==> config.mk <==
export PLATFORM = sky130hd
export DESIGN_NAME = ychip_run_ctrl
export DESIGN_NICKNAME = d
export VERILOG_FILES = /design/src/rtl/ychip_run_ctrl.sv
export SDC_FILE = /design/constraint.sdc
export NUM_CORES = 1
export LEC_CHECK = 0
export ABC_AREA = 0
export CAP_MARGIN = 20
export CORE_MARGIN = 5
export CORE_UTILIZATION = 45
export CTS_CLUSTER_DIAMETER = 40
export DETAILED_ROUTE_END_ITERATION = 16
export PLACE_DENSITY_LB_ADDON = 0.25
export REMOVE_ABC_BUFFERS = 1
export SLEW_MARGIN = 20
export SYNTH_ARGS = -nofsm -noshare
export SYNTH_HDL_FRONTEND = slang
export SYNTH_SLANG_ARGS = --single-unit
export TNS_END_PERCENT = 50
==> constraint.sdc <==
create_clock -name clk -period 19.9 [get_ports clk]
set_input_delay 3.98 -clock clk [delete_from_list [all_inputs] [get_ports clk]]
set_output_delay 3.98 -clock clk [all_outputs]
set_load 0.03 [all_outputs]
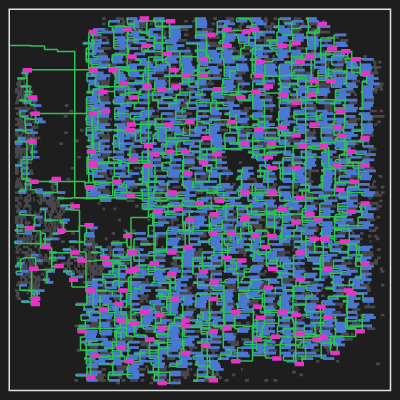
Fig. 1. Clock distribution.
Scale: 1 px per um.
[flip-flops] blue | count: 1622
[clock wires] green | length: 18400 um
[cells driving clock nets] magenta | count: 195
routed clock nets	196
flops lie	all over the die
clk_skew: 0.01977 ns
Clock power frac: 0.441
Insertion Delay late pin: 0.80 ns

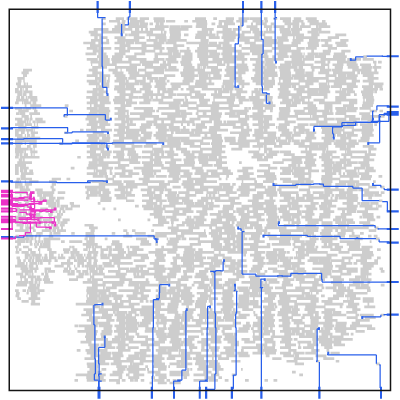
Fig. 2. Port wiring.
Scale: 1 px per um.
port	color	bits	direction	edge	end cells	buffers	wire
`run_count`	magenta	16	input	west	20	16	597 um
`tr_wb`	blue	32	output	11 east, 10 south, 6 west, 5 north	32	32	3050 um
Boundary Pins: 300
IO Port Bufs: 299

==> qor.yml <==
logic_synthesis:
  area_leaders: "edfxtp_1 (75%), mux4_2 (14%), dfxtp_1 (2.8%)"
  ys_seq_elements: 1622
  yosys.area.top_type_share: 0.7495
clocking:
  clockRootBuffer: "clkbuf_16"
  clock-sinks: 1622
  cts_setup_buffers: 0
drt:
  dr.pass1.iters: 5
  final_antenna_net_count: 0
  wl_mm: 149.8
sta:
  whs_ns: 0.4521
  fin_crit_sh: 0.4953
  layout_min_cycle_time_ns: 9.856
status:
  status: "finished, final reports clean"
global_routing:
  antenna_found_initial: 23
  first_global_vias: 32800
floorplanning:
  fp.dieW_um: 379.8
  rows: 135
  die_height_um: 379.8
placement:
  dp.cells: 4831
critical_path:
  crit_chain: "clkdlybuf4s50_1 -> nor2b_1 -> o21ai_0 -> o31ai_1 -> clkdlybuf4s50_1"
  path_common_cell: "clkdlybuf4s50_1"
  cp-end-kind: "output pin"
  r2r_slack_ns: 15.43
  critical_path.top_delay_family: "buffers and inverters"
  cp_max_fo: 5
layout:
  area_delta_synth_final_pct: 19.22
[cell families after synthesis]
group                    after synthesis
flip-flops                          1622
AND-OR/OR-AND                        414
multiplexers                         399
AND/OR/NAND/NOR                      233
buffers and inverters                182
adder cells (fa/ha/maj)                8
XOR/XNOR                               7
[metal layers]
layer  part of all wire  global-route usage
met1               0.40              0.2734
met2               0.50              0.3465
met3              0.074             0.05098
met4              0.019             0.04925
met5            0.00083                   0
[placed cells by master (no fill, tap or decap), types with 20 or more instances in the layout]
cell type / Yosys / final
a21oi_1: 152 / 151
a22oi_1: 196 / 196
buf_4: 1 / 47
bufinv_16: 0 / 25
clkbuf_1: 99 / 20
clkbuf_16: 0 / 199
clkdlybuf4s50_1: 0 / 298
clkinv_1: 0 / 31
clkinv_2: 0 / 22
dfxtp_1: 86 / 84
edfxtp_1: 1536 / 1536
mux4_2: 384 / 384
nand2_1: 89 / 89
nor2_1: 30 / 29
[cell type report]
class | instances | area [sq um]
diodes | 11 | 27.53
clock buffers | 219 | 5055
clock inverters | 142 | 1592
fillers | 10270 | 62270
inverters | 13 | 48.80
multi-input cells | 1061 | 13060
flip-flops and latches | 1622 | 47850
well taps | 1781 | 2228
repair buffers | 355 | 3502
[per-stage QoR]
stage	utilization	setup TNS [ns]	setup slack, ns
3_3_place_gp	0.4912	0	10.03
6_report	0.5409	0	10.04
4_1_cts	0.5403	0	9.768
5_1_grt	0.5407	0	9.857
2_1_floorplan	-	-139.27	-1.451
3_5_place_dp	0.4913	0	10.07
[tightest hold or removal path: stages, from the launching register on]
cell,delay (ns)
dfxtp_1,0.30
nand2_1,0.05
a21oi_1,0.05
[power breakdown]
part           switching (mW)  internal [mW]  total [mW]
logic                   0.434          0.325       0.759
registers              0.0226           3.76        3.79
clock network            1.41           2.17        3.59
total                    1.87           6.26        8.13
Power and IR drop assume default switching activity.
